**Run 1: metal 1**

The bar under the picture is 50 um long. Supply wires on this layer in gray.
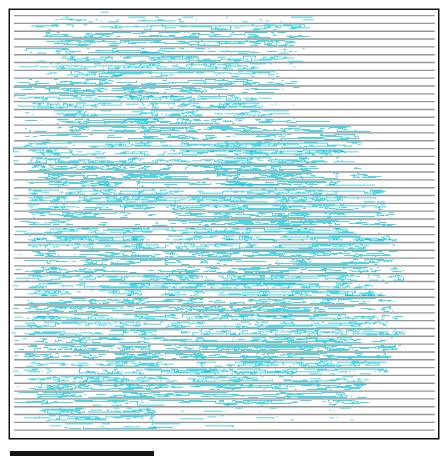
**Run 1: metal 2**

Cells faint in the background.
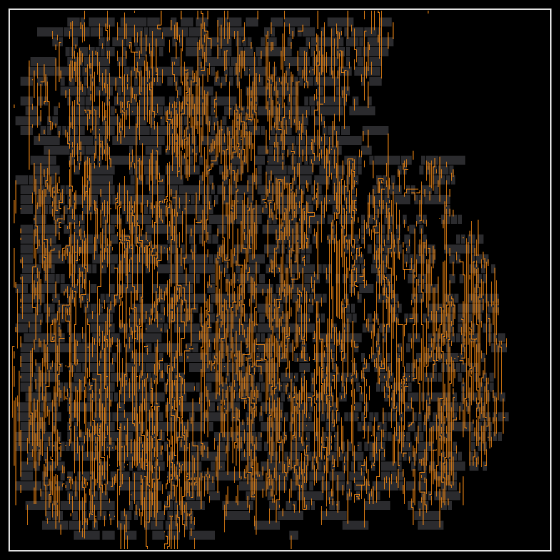
**Run 1: M3 wires**

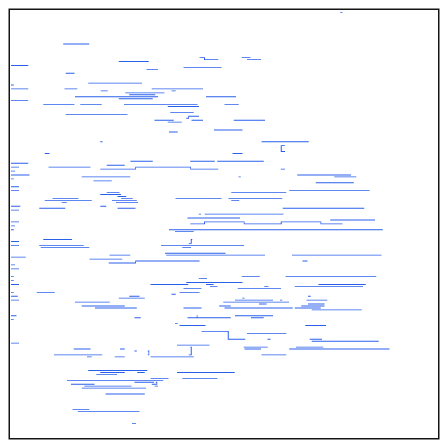
==> config.mk <==
export PLATFORM = sky130hd
export DESIGN_NAME = note_div_calc
export DESIGN_NICKNAME = d
export VERILOG_FILES = /design/src/rtl/note_div_calc.sv
export SDC_FILE = /design/constraint.sdc
export NUM_CORES = 1
export LEC_CHECK = 0
export ABC_AREA = 1
export CAP_MARGIN = 20
export CORE_MARGIN = 1
export CORE_UTILIZATION = 50
export CTS_BUF_LIST = sky130_fd_sc_hd__clkbuf_2 sky130_fd_sc_hd__clkbuf_4 sky130_fd_sc_hd__clkbuf_8
export DETAILED_ROUTE_END_ITERATION = 12
export HOLD_SLACK_MARGIN = 0.08
export PLACE_DENSITY = 0.8
export SYNTH_ARGS = -nofsm -noshare
export SYNTH_HDL_FRONTEND = slang
export SYNTH_SLANG_ARGS = --single-unit
==> constraint.sdc <==
create_clock -name clk -period 3.6 [get_ports clk]
set_input_delay 0.36 -clock clk [delete_from_list [all_inputs] [get_ports clk]]
set_output_delay 0.36 -clock clk [all_outputs]
set_load 0.005 [all_outputs]
==> src/rtl/note_div_calc.sv <==
// ============================================================================
// Module   : note_div_calc
// Purpose  : Sequential CLK_FREQ/freq divider producing the note_gen clock
//            divider, with octave shift, SILENCE mapping and saturation.
//            Optional macro ROUND_DIV_EN selects round-to-nearest division.
// Revision : 1.0  initial release
// ============================================================================
`default_nettype none

module note_div_calc #(
    parameter int CLK_FREQ = 100_000_000,
    parameter int SILENCE  = 100_000_000,
    parameter int OUT_W    = 22
) (
    input  logic             clk,
    input  logic             rst,
    input  logic [31:0]      freq_in,
    input  logic [2:0]       octave,
    output logic [OUT_W-1:0] note_div,
    output logic             busy,
    output logic             done
);

    localparam int DVD_W = 28;
    localparam int DSR_W = 33;
    localparam logic [DVD_W-1:0] c_CLK     = DVD_W'(CLK_FREQ);
    localparam logic [31:0]      c_SILENCE = 32'(SILENCE);
    localparam logic [OUT_W-1:0] c_MAX     = '1;

    typedef enum logic [1:0] {
        S_IDLE = 2'd0,
        S_PREP = 2'd1,
        S_DIV  = 2'd2,
        S_DONE = 2'd3
    } state_t;

    state_t            r_state;
    state_t            w_next;
    logic [31:0]       r_f;
    logic [2:0]        r_o;
    logic              r_primed;
    logic [DSR_W-1:0]  r_dsr;
    logic [DVD_W-1:0]  r_dvd;
    logic [DSR_W-1:0]  r_rem;
    logic [DVD_W-1:0]  r_quo;
    logic [4:0]        r_cnt;

    logic              w_start;
    logic [DSR_W-1:0]  w_dsr_prep;
    logic [DVD_W-1:0]  w_dvd_prep;
    logic [DSR_W:0]    w_rem_sh;
    logic              w_ge;
    logic [OUT_W-1:0]  w_res;

    assign w_start = !r_primed || ({freq_in, octave} != {r_f, r_o});

    always_comb begin
        w_dsr_prep = {1'b0, r_f};
        case (r_o)
            3'd1:    w_dsr_prep = {2'b00, r_f[31:1]};
            3'd3:    w_dsr_prep = {r_f, 1'b0};
            default: w_dsr_prep = {1'b0, r_f};
        endcase
    end

`ifdef ROUND_DIV_EN
    assign w_dvd_prep = c_CLK + DVD_W'(w_dsr_prep >> 1);
`else
    assign w_dvd_prep = c_CLK;
`endif

    // Restoring step: the remainder stays below the divisor, so one extra bit
    // is enough to hold the shifted value before the compare.
    assign w_rem_sh = {r_rem, r_dvd[r_cnt]};
    assign w_ge     = (w_rem_sh >= {1'b0, r_dsr});

    always_comb begin
        w_res = r_quo[OUT_W-1:0];
        if (r_f == c_SILENCE) begin
            w_res = {{(OUT_W-1){1'b0}}, 1'b1};
        end else if (r_dsr == '0 || (|r_quo[DVD_W-1:OUT_W])) begin
            w_res = c_MAX;
        end
    end

    always_comb begin
        w_next = r_state;
        case (r_state)
            S_IDLE:  if (w_start) w_next = S_PREP;
            S_PREP:  w_next = S_DIV;
            S_DIV:   if (r_cnt == 5'd0) w_next = S_DONE;
            S_DONE:  w_next = S_IDLE;
            default: w_next = S_IDLE;
        endcase
    end

    assign busy = (r_state != S_IDLE);

    always_ff @(posedge clk) begin
        if (rst) begin
            r_state  <= S_IDLE;
            r_f      <= '0;
            r_o      <= '0;
            r_primed <= 1'b0;
            r_dsr    <= '0;
            r_dvd    <= '0;
            r_rem    <= '0;
            r_quo    <= '0;
            r_cnt    <= '0;
            note_div <= {{(OUT_W-1){1'b0}}, 1'b1};
            done     <= 1'b0;
        end else begin
            r_state <= w_next;
            done    <= (r_state == S_DONE);
            case (r_state)
                S_IDLE: begin
                    if (w_start) begin
                        r_f      <= freq_in;
                        r_o      <= octave;
                        r_primed <= 1'b1;
                    end
                end
                S_PREP: begin
                    r_dsr <= w_dsr_prep;
                    r_dvd <= w_dvd_prep;
                    r_rem <= '0;
                    r_quo <= '0;
                    r_cnt <= 5'd27;
                end
                S_DIV: begin
                    r_rem        <= w_ge ? DSR_W'(w_rem_sh - {1'b0, r_dsr}) : DSR_W'(w_rem_sh);
                    r_quo[r_cnt] <= w_ge;
                    if (r_cnt != 5'd0) r_cnt <= r_cnt - 5'd1;
                end
                S_DONE: begin
                    note_div <= w_res;
                end
                default: ;
            endcase
        end
    end

endmodule

`default_nettype wire

==> changes_impl.md, run 1 <==
### Metrics

- Status: finished clean
- Crit-path max cell delay: 0.41 ns
- Ys cells: 1676
- Power Density: 736 nW/um2
- Setup Viol. Count Final: 0
- Main synth FF type: dfxtp_1
- Hold Crit Class: input pin to flop
- Reg2reg end: r_quo[13]$_SDFFE_PP0P_
- Post-CTS Resized: 0
- Hold Path Depth: 2
- Drt pass-1 iters: 5
- HP Start: rst
- Global-route wire length before repair: 48.4 mm
- Most frequent cell after synthesis: nand2_1
- Post-layout min period: 3.15 ns
- Largest net degree at the start of global routing: 74
- Net Count, Synth: 1756
- Vias in the first global route: 9930
- Max layer used: met4
- Adder Share, Synth: 5.06%
- Fin crit share: 87.4%
- # H-tree levels: 4
- ANT nets after route: 0
- Setup TNS: 0 ns
- Main logic family: simple AND/OR/NAND/NOR gates
- Skew final: 0.0194 ns
- Root Driver: clkbuf_8
- Post-synth regs: 161
- Final Net Count: 1780
- Met2 wire length: 13.4 mm
- Clock Pin Slew Worst Setup and Hold Paths: 0.11 ns
- Worst vdd ir: 0.658 mV
- Setup WS post-layout: 0.454 ns
- Critical R2R Launch: r_cnt[3]$_SDFFE_PP0P_
- Area grow syn2layout: 10.5%
- Cell Area, Synth: 10800 um2
- # clock sinks: 161
About 'metal 1':
nets with wire on the layer: 1662
wire length on this layer: 13600 um
main direction: horizontal

About 'metal 2':
share of all routed wire: 46%
longest straight run: 53.0 um
nets with wire on the layer: 1383
wire length on this layer: 13400 um
main direction: vertical
met2 usage: 43.3%
WL final: 29.3 mm
vias: 10900

About 'M3 wires':
longest straight run: 74.1 um
main direction: horizontal
share of all routed wire: 6.5%
nets with wire on the layer: 146
wire length on this layer: 1910 um
met3 Usage GRT: 2.87%

[run 1: power by group through the flow]
stage | Clock, mW | Combinational [mW] | Sequential [mW]
after floorplan | 0 | 3.80 | 2.34
after global placement | 0 | 4.80 | 2.41
after detailed placement | 0 | 4.90 | 2.43
after CTS | 1.37 | 4.94 | 2.39
after global routing | 1.44 | 5.58 | 2.44
final | 1.35 | 5.03 | 2.40
[run 1: worst max path at each step]
| stage | to |
|---|---|
| after detailed placement | r_quo[13]$_SDFFE_PP0P_ |
| after global placement | r_quo[7]$_SDFFE_PP0P_ |
| after CTS | r_quo[13]$_SDFFE_PP0P_ |
| final | r_quo[13]$_SDFFE_PP0P_ |
| after global routing | r_quo[9]$_SDFFE_PP0P_ |
| after floorplan | r_rem[27]$_SDFFE_PP0P_ |
[run 1: critical path: cells and delay by family (launching register included)]
family          cells  cell delay (ns)
compound gates      2             0.22
fa+ha+maj           2             0.64
buf+inv             4             0.59
flops               1             0.39
simple gates        9             1.24
[run 1: stage by stage]
step                      cell area (um2)  instances  hold WS (ns)  utilization [%]  total power [mW]
after global placement              11500       1955         0.446             54.5              7.21
after CTS                           11900       1988         0.448             56.5              8.70
after floorplan                     10800       1676         0.434                -              6.14
final                               11900       1988         0.466             56.5              8.77
after global routing                11900       1988         0.491             56.5              9.46
after detailed placement            11500       1956         0.454             54.6              7.33
[run 1: registers in the layout, indices dropped and copies added, names as in the netlist]
name and count:
done 1, note_div 22, r_cnt 5, r_dsr 33, r_dvd 1, r_f 32
r_o 3, r_primed 1, r_quo 28, r_rem 33, r_state 2
[run 1: cell type report]
type / count / area share (%)
clock buffers: 17 / 1.96
clock inverters: 15 / 1.40
inverters: 247 / 7.79
multi-input cells: 1195 / 52.6
flip-flops and latches: 161 / 27.1
well taps: 275 / 2.89
repair buffers: 78 / 6.35
==> run 1 -> run 2 <==
CORE_UTILIZATION = 47   (was 50)
CTS_BUF_LIST = default   (was sky130_fd_sc_hd__clkbuf_2 sky130_fd_sc_hd__clkbuf_4 sky130_fd_sc_hd__clkbuf_8)
CTS_CLUSTER_SIZE = 10   (was default)
PLACE_DENSITY = 0.76   (was 0.8)
**Run 2: metal 1**

The bar under the picture is 50 um long. Supply wires on this layer in gray.
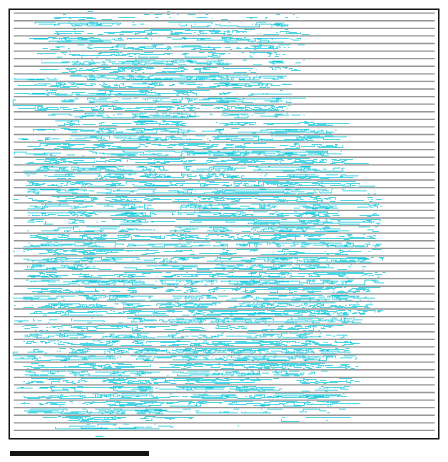
main direction: horizontal
longest straight run: 59.8 um
nets with wire on the layer: 1651

==> run 2 against run 1 <==
  * Clock power up 39%
  * Critical path depth unchanged
  * Die area up 6.3%
  * Sequential power about the same
==> changes_impl.md, run 2 <==
### Metrics

- Die Ht: 153 um
- Net Count, Synth: 1756 (unchanged)
- Final Power: 9.28 mW (+5.7%)
- Status: finished clean
- Clock Pin Slew Worst Setup and Hold Paths: 0.07 ns (-0.04 ns)
- Main synth FF type: dfxtp_1
- Worst vdd ir: 0.602 mV (-8.5%)
- Reg2reg end: r_rem[25]$_SDFFE_PP0P_
- Area grow syn2layout: 12.4%
- HP Start: note_div[10]$_SDFFE_PP0P_
- Fin crit share: 89.2% (+1.8 points)
- Final core utilization: 53.7% (-2.8 points)
- Hold Path Depth: 2 (unchanged)
- Setup Viol. Count Final: 0 (unchanged)
- Die Size: 23500 um2
- Critical R2R Launch: r_cnt[3]$_SDFFE_PP0P_
- Most frequent cell after synthesis: nand2_1
- Met2 usage: 41.6% (-1.7 points)
- CTS Hold Buffers Added: 0
- Smallest hold slack: 0.462 ns (-0.00315 ns)
- Crit path to: r_rem[25]$_SDFFE_PP0P_
- Commonest Layout Cell: nand2_1
- Wire per inst: 14.9 um
- ANT nets after route: 0 (unchanged)
- # clock sinks: 161 (unchanged)
- Largest net degree at the start of global routing: 72 (-2.7%)
- Ys cells: 1676 (unchanged)
- Skew final: 0.0141 ns (-0.00531 ns)
- Power Density: 766 nW/um2 (+4.0%)
- Hold Crit Class: flop to flop
- Post-layout min period: 3.21 ns (+0.0639 ns)
- Final Net Count: 1780 (unchanged)
- Post-CTS Resized: 0 (unchanged)
- Setup WS post-layout: 0.390 ns (-0.0639 ns)
- Adder Share, Synth: 5.06% (unchanged)
- Top Registers: r_dsr: 33 flops, r_rem: 33 flops, r_f: 32 flops
- Vias in the first global route: 10100 (+1.9%)
- # H-tree levels: 4 (unchanged)
- All-layer global routing usage: 25.7%
- Cell Area, Synth: 10800 um2 (unchanged)
- Post-synth regs: 161 (unchanged)
**Run 2: M3 wires**

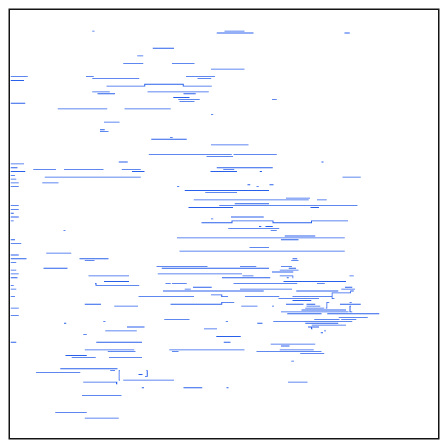
wire length on this layer: 1900 um
longest straight run: 59.8 um
share of all routed wire: 6.4%
nets with wire on the layer: 150
main direction: horizontal
vias: 11000
met3 Usage GRT: 3.91%
WL final: 29.7 mm

run 2: layout make-up:
type | instances | area (um2) | share of cell area (%)
Multi-Input combinational cell | 1195 | 6260 | 51.7
Sequential cell | 161 | 3220 | 26.6
Inverter | 247 | 928 | 7.67
Timing Repair Buffer | 78 | 733 | 6.05
Clock buffer | 17 | 425 | 3.51
Tap cell | 285 | 357 | 2.94
Clock inverter | 15 | 181 | 1.50
run 2: metal layers:
metal  wire length, um  up-vias  share of wire (%)
li1                  -     5493                  -
met1             13700     5098                 46
met2             13400      362                 45
met3              1900       54                6.4
met4               716        0                2.4
met5                 0        -                  0
run 2: critical path, stage by stage, from the launching register on:
cell and delay (ns):
dfxtp_1 0.37, inv_1 0.11, nor3_1 0.21, nand2_1 0.09, o2111ai_1 0.11, nand2_1 0.13, ha_1 0.22, fa_1 0.40
inv_1 0.11, nand3_1 0.09, nand3_2 0.11, nand2_1 0.09, nand2_2 0.11, nand2_4 0.06, nand2_4 0.52, nand3_1 0.16
nand2_1 0.10, a21oi_1 0.06
run 2: per-stage QoR:
stage,cells,cell area (um2)
floorplan,1676,10800
global placement,1966,11500
detailed placement,1966,11500
CTS,1998,12100
global route,1998,12100
finish,1998,12100
run 2: cells by family (layout without fill, tap and decap cells):
group | count (synthesis) | count (layout)
buf+inv | 320 | 357
compound gates | 290 | 290
simple gates | 832 | 832
flops | 161 | 161
xor+xnor | 30 | 30
fa+ha+maj | 43 | 43
run 2: power groups by stage:
stage | Clock (mW) | Sequential [mW] | Combinational (mW)
after global placement | 0 | 2.42 | 4.86
final | 1.87 | 2.40 | 5.00
after CTS | 1.90 | 2.39 | 4.92
after floorplan | 0 | 2.34 | 3.80
after global routing | 1.96 | 2.44 | 5.56
after detailed placement | 0 | 2.43 | 4.88
Power figures rest on the tool's default switching activity, not on a simulated workload.
